Figure 1. Cells colored by class.
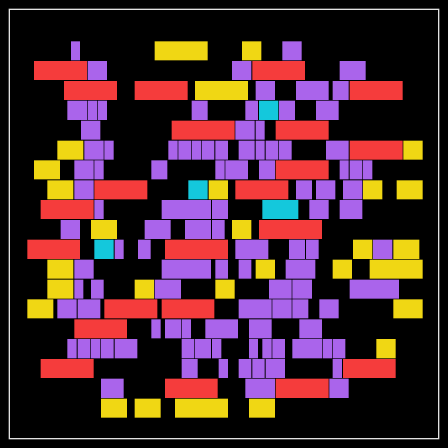
Figure 2. Floorplan with the power grid.
Scale bar: 20 um. Pins as bars on the die edge.
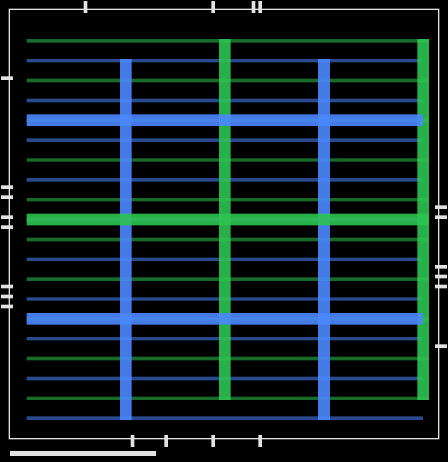
### src/rtl/ccff_loader_pkg.sv
// ----------------------------------------------------------------------------
// ccff_loader_pkg
// Shared types and helpers for the configuration-chain loader.
//   state_t      : loader FSM states (IDLE, LOAD, SHIFT, CHECK, DONE)
//   CRC16_POLY   : CRC-16 polynomial 0x1021 (x^16 + x^12 + x^5 + 1)
//   CRC16_INIT   : CRC-16 seed value 0xFFFF
//   crc16_step() : advance a serial CRC-16 by one input bit
// Optional feature macro used by the loader: CCFF_READBACK_CHECK_EN.
// ----------------------------------------------------------------------------
package ccff_loader_pkg;

    typedef enum logic [2:0] {
        IDLE  = 3'd0,
        LOAD  = 3'd1,
        SHIFT = 3'd2,
        CHECK = 3'd3,
        DONE  = 3'd4
    } state_t;

    localparam logic [15:0] CRC16_POLY = 16'h1021;
    localparam logic [15:0] CRC16_INIT = 16'hFFFF;

    // MSB-first serial CRC: feedback is the outgoing MSB xor the new bit.
    function automatic logic [15:0] crc16_step(input logic [15:0] crc, input logic bit_in);
        logic fb;
        fb = crc[15] ^ bit_in;
        crc16_step = {crc[14:0], 1'b0} ^ (fb ? CRC16_POLY : 16'h0000);
    endfunction

endpackage

### src/rtl/ccff_crc16_serial.sv
// ----------------------------------------------------------------------------
// ccff_crc16_serial
// Bit-serial CRC-16 accumulator used for configuration readback checking.
// Only present when CCFF_READBACK_CHECK_EN is defined.
// Ports:
//   clk      in   clock (rising edge)
//   rst_n    in   synchronous active-low reset (loads CRC16_INIT)
//   clr      in   reload CRC16_INIT on this edge (has priority over en)
//   en       in   absorb bit_in on this edge
//   bit_in   in   serial data bit
//   crc_out  out  current CRC register value
// ----------------------------------------------------------------------------
`ifdef CCFF_READBACK_CHECK_EN
module ccff_crc16_serial
    import ccff_loader_pkg::*;
(
    input  logic        clk,
    input  logic        rst_n,
    input  logic        clr,
    input  logic        en,
    input  logic        bit_in,
    output logic [15:0] crc_out
);

    always_ff @(posedge clk) begin
        if (!rst_n || clr) begin
            crc_out <= CRC16_INIT;
        end else if (en) begin
            crc_out <= crc16_step(crc_out, bit_in);
        end
    end

endmodule
`endif

### src/rtl/ccff_chain_loader.sv
// ----------------------------------------------------------------------------
// ccff_chain_loader
// Loads a tile-column configuration chain (ccff_head -> ... -> ccff_tail).
// Bitstream words arrive on a valid/ready port and are shifted LSB-first onto
// ccff_head, one bit per prog_clk with ccff_shift_en high, until exactly
// CHAIN_LEN bits have been shifted; then done pulses for one cycle.
//
// Handshake: a word transfers on a rising edge where cfg_wvalid && cfg_wready.
// cfg_wready is high only in LOAD and does not depend on cfg_wvalid.
//
// Optional feature (macro CCFF_READBACK_CHECK_EN): after loading, the chain
// is rotated CHAIN_LEN more times with ccff_head fed from ccff_tail, and a
// CRC-16 of the shifted-in bits is compared with a CRC-16 of the bits seen at
// ccff_tail. A mismatch sets the sticky error flag. Without the macro there
// is no CHECK phase and error is tied low.
//
// Ports:
//   prog_clk       in   programming clock, all state on rising edge
//   prog_rst_n     in   synchronous active-low reset
//   start          in   begin a load (sampled only in IDLE)
//   cfg_wdata      in   bitstream word, bit 0 shifted first
//   cfg_wvalid     in   cfg_wdata valid
//   cfg_wready     out  loader accepts a word this cycle
//   ccff_head      out  serial data to chain head
//   ccff_shift_en  out  chain shifts on this edge
//   ccff_tail      in   serial data from chain tail
//   busy           out  high in every state except IDLE
//   done           out  one-cycle completion pulse
//   error          out  sticky readback mismatch, cleared on accepted start
//   dbg_state      out  current FSM state (state_t encoding)
// ----------------------------------------------------------------------------
module ccff_chain_loader
    import ccff_loader_pkg::*;
#(
    parameter int CHAIN_LEN = 64,
    parameter int WORD_W    = 8
) (
    input  logic              prog_clk,
    input  logic              prog_rst_n,
    input  logic              start,
    input  logic [WORD_W-1:0] cfg_wdata,
    input  logic              cfg_wvalid,
    output logic              cfg_wready,
    output logic              ccff_head,
    output logic              ccff_shift_en,
    input  logic              ccff_tail,
    output logic              busy,
    output logic              done,
    output logic              error,
    output logic [2:0]        dbg_state
);

    localparam int CNT_W = $clog2(CHAIN_LEN + 1);
    localparam int WB_W  = $clog2(WORD_W + 1);
    localparam logic [CNT_W-1:0] LAST_CNT = CNT_W'(CHAIN_LEN - 1);
    localparam logic [CNT_W-1:0] CNT_ONE  = CNT_W'(1);
    localparam logic [WB_W-1:0]  WB_ONE   = WB_W'(1);
    localparam logic [WB_W-1:0]  WB_FULL  = WB_W'(WORD_W);

    state_t            state, state_nxt;
    logic [WORD_W-1:0] shreg;
    logic [WB_W-1:0]   word_bits;
    logic [CNT_W-1:0]  bit_cnt;
    logic              last_bit;
    logic              start_acc;

    // bit_cnt counts shifts of the current phase; it wraps to 0 on the last
    // shift of SHIFT so the CHECK rotation can reuse it.
    assign last_bit  = (bit_cnt == LAST_CNT);
    assign start_acc = (state == IDLE) && start;

    always_comb begin
        state_nxt = state;
        case (state)
            IDLE:  if (start) state_nxt = LOAD;
            LOAD:  if (cfg_wvalid) state_nxt = SHIFT;
            SHIFT: begin
                if (last_bit) begin
`ifdef CCFF_READBACK_CHECK_EN
                    state_nxt = CHECK;
`else
                    state_nxt = DONE;
`endif
                end else if (word_bits == WB_ONE) begin
                    state_nxt = LOAD;
                end
            end
            CHECK: if (last_bit) state_nxt = DONE;
            DONE:  state_nxt = IDLE;
            default: state_nxt = IDLE;
        endcase
    end

    always_comb begin
        cfg_wready    = (state == LOAD);
        ccff_shift_en = (state == SHIFT) || (state == CHECK);
        busy          = (state != IDLE);
        done          = (state == DONE);
        ccff_head     = 1'b0;
        if (state == SHIFT) begin
            ccff_head = shreg[0];
        end else if (state == CHECK) begin
            // Recirculate: a full rotation leaves the configuration intact.
            ccff_head = ccff_tail;
        end
    end

    assign dbg_state = state;

    always_ff @(posedge prog_clk) begin
        if (!prog_rst_n) begin
            state     <= IDLE;
            shreg     <= '0;
            word_bits <= '0;
            bit_cnt   <= '0;
        end else begin
            state <= state_nxt;
            case (state)
                IDLE: begin
                    if (start) begin
                        bit_cnt   <= '0;
                        word_bits <= '0;
                    end
                end
                LOAD: begin
                    if (cfg_wvalid) begin
                        shreg     <= cfg_wdata;
                        word_bits <= WB_FULL;
                    end
                end
                SHIFT: begin
                    shreg     <= shreg >> 1;
                    word_bits <= word_bits - WB_ONE;
                    bit_cnt   <= last_bit ? '0 : bit_cnt + CNT_ONE;
                end
                CHECK: begin
                    bit_cnt <= last_bit ? '0 : bit_cnt + CNT_ONE;
                end
                default: ;
            endcase
        end
    end

`ifdef CCFF_READBACK_CHECK_EN
    logic [15:0] crc_in;
    logic [15:0] crc_out;
    logic        error_q;

    ccff_crc16_serial u_crc_in (
        .clk     (prog_clk),
        .rst_n   (prog_rst_n),
        .clr     (start_acc),
        .en      (state == SHIFT),
        .bit_in  (ccff_head),
        .crc_out (crc_in)
    );

    ccff_crc16_serial u_crc_out (
        .clk     (prog_clk),
        .rst_n   (prog_rst_n),
        .clr     (start_acc),
        .en      (state == CHECK),
        .bit_in  (ccff_tail),
        .crc_out (crc_out)
    );

    // The final tail bit is absorbed on the same edge as the compare, so the
    // readback CRC is stepped once more here; error is then valid with done.
    always_ff @(posedge prog_clk) begin
        if (!prog_rst_n) begin
            error_q <= 1'b0;
        end else if (start_acc) begin
            error_q <= 1'b0;
        end else if ((state == CHECK) && last_bit &&
                     (crc16_step(crc_out, ccff_tail) != crc_in)) begin
            error_q <= 1'b1;
        end
    end

    assign error = error_q;
`else
    assign error = 1'b0;
`endif

endmodule

### config.mk
export PLATFORM = sky130hd
export DESIGN_NAME = ccff_chain_loader
export DESIGN_NICKNAME = d
export VERILOG_FILES = /design/src/rtl/ccff_loader_pkg.sv /design/src/rtl/ccff_crc16_serial.sv /design/src/rtl/ccff_chain_loader.sv
export SDC_FILE = /design/constraint.sdc
export NUM_CORES = 1
export LEC_CHECK = 0
export CAP_MARGIN = 20
export CORE_MARGIN = 2
export CORE_UTILIZATION = 40
export CTS_BUF_LIST = sky130_fd_sc_hd__clkbuf_4 sky130_fd_sc_hd__clkbuf_8 sky130_fd_sc_hd__clkbuf_16
export DETAILED_ROUTE_END_ITERATION = 7
export GPL_ROUTABILITY_DRIVEN = 0
export SLEW_MARGIN = 20
export SYNTH_ARGS = -nofsm -noshare
export SYNTH_HDL_FRONTEND = slang
export SYNTH_SLANG_ARGS = --single-unit
### constraint.sdc
create_clock -name prog_clk -period 1.77 [get_ports prog_clk]
set_input_delay 0.2655 -clock prog_clk [delete_from_list [all_inputs] [get_ports prog_clk]]
set_output_delay 0.2655 -clock prog_clk [all_outputs]
set_load 0.05 [all_outputs]
==> results_slide.txt <==
Run Summary

Critical path
  – Capturing instance or port of the critical path: busy
  – Reg-to-reg setup timing slack: about 190 ps
  – Critical Setup Path Class: reg2out

Finish
  – Area Overhead vs Synth: 28.1%
  – Number of diodes: 0
  – Layout cell share with drive strength beyond 1: a little over a fifth

CTS
  – Max Buffers Root-to-Sink: 2
  – Clock H-tree levels: 1

Logic synthesis
  – Multiplexer fraction of the synthesized cell area: 2.62%
  – Post-synthesis sequential area ratio: between 30% and 40%
  – Yosys cell count: 134

Status
  – Violations in the final reports: DRC
  – Result of the run: finished, violations left

Pwr
  – P_sw: 0.340 mW
  – Power drawn by the sequential cells: about 0.55 mW
  – Clock network power: between 0.2 and 0.3 mW
  – Power density relative to cell area: between 700 and 800 nW/um2
  – Switching portion of total power: between 30% and 40%

GRT
  – Maximum number of pins on one net before global-route repair: 22
  – Number of global-route vias before repair: around 1000
  – Met3 usage: approximately 4.6%

Placement
  – Cell area after placement: around 1500 um2

Detailed routing
  – DR DRC count: 1

Timing
  – Final max-slew violation count: 0

Job
  – Tool warnings: 27
About Figure 1:
- remaining buffers and delay cells: yellow (cells 28)
- sequential cells: red (cells 22)
- remaining logic cells: purple (cells 104)
- clock drivers and dummy loads: cyan (cells 4)
count of standard-cell rows: 19
sequential share of cell area: 29.5%

About Figure 2:
- VSS: blue
- VDD: green
- rows: 19
- signal pins: 22
- met5 straps: 3
IR drop worst, VDD: 0.000500 V
horizontal die size: 58.6 um
Die Y: 58.6 um
Core ar.: 2810 um2

stage by stage:
stage	instances	utilization (%)	total power, mW	hold slack [ps]
3_5_place_dp	182	52.0	0.843	449
3_3_place_gp	182	52.0	0.838	435
2_1_floorplan	134	-	0.755	410
6_report	189	54.5	1.12	467
5_1_grt	189	54.5	1.19	480
4_1_cts	189	54.2	1.14	467
sequential cells by signal, summed over array words and instances, names as in the netlist:
| name | flops |
|---|---|
| bit_cnt | 7 |
| word_bits | 4 |
| dbg_state | 3 |
| shreg | 8 |
final cells by class:
class	instances	area, um2	share of cell area [%]
multi-input combinational	100	693	45.3
sequential	22	452	29.5
timing repair buffer	28	294	19.2
tap	31	38.8	2.54
clock buffer	4	36.3	2.37
inverter	4	15.0	0.982
Power figures rest on the tool's default switching activity, not on a simulated workload.
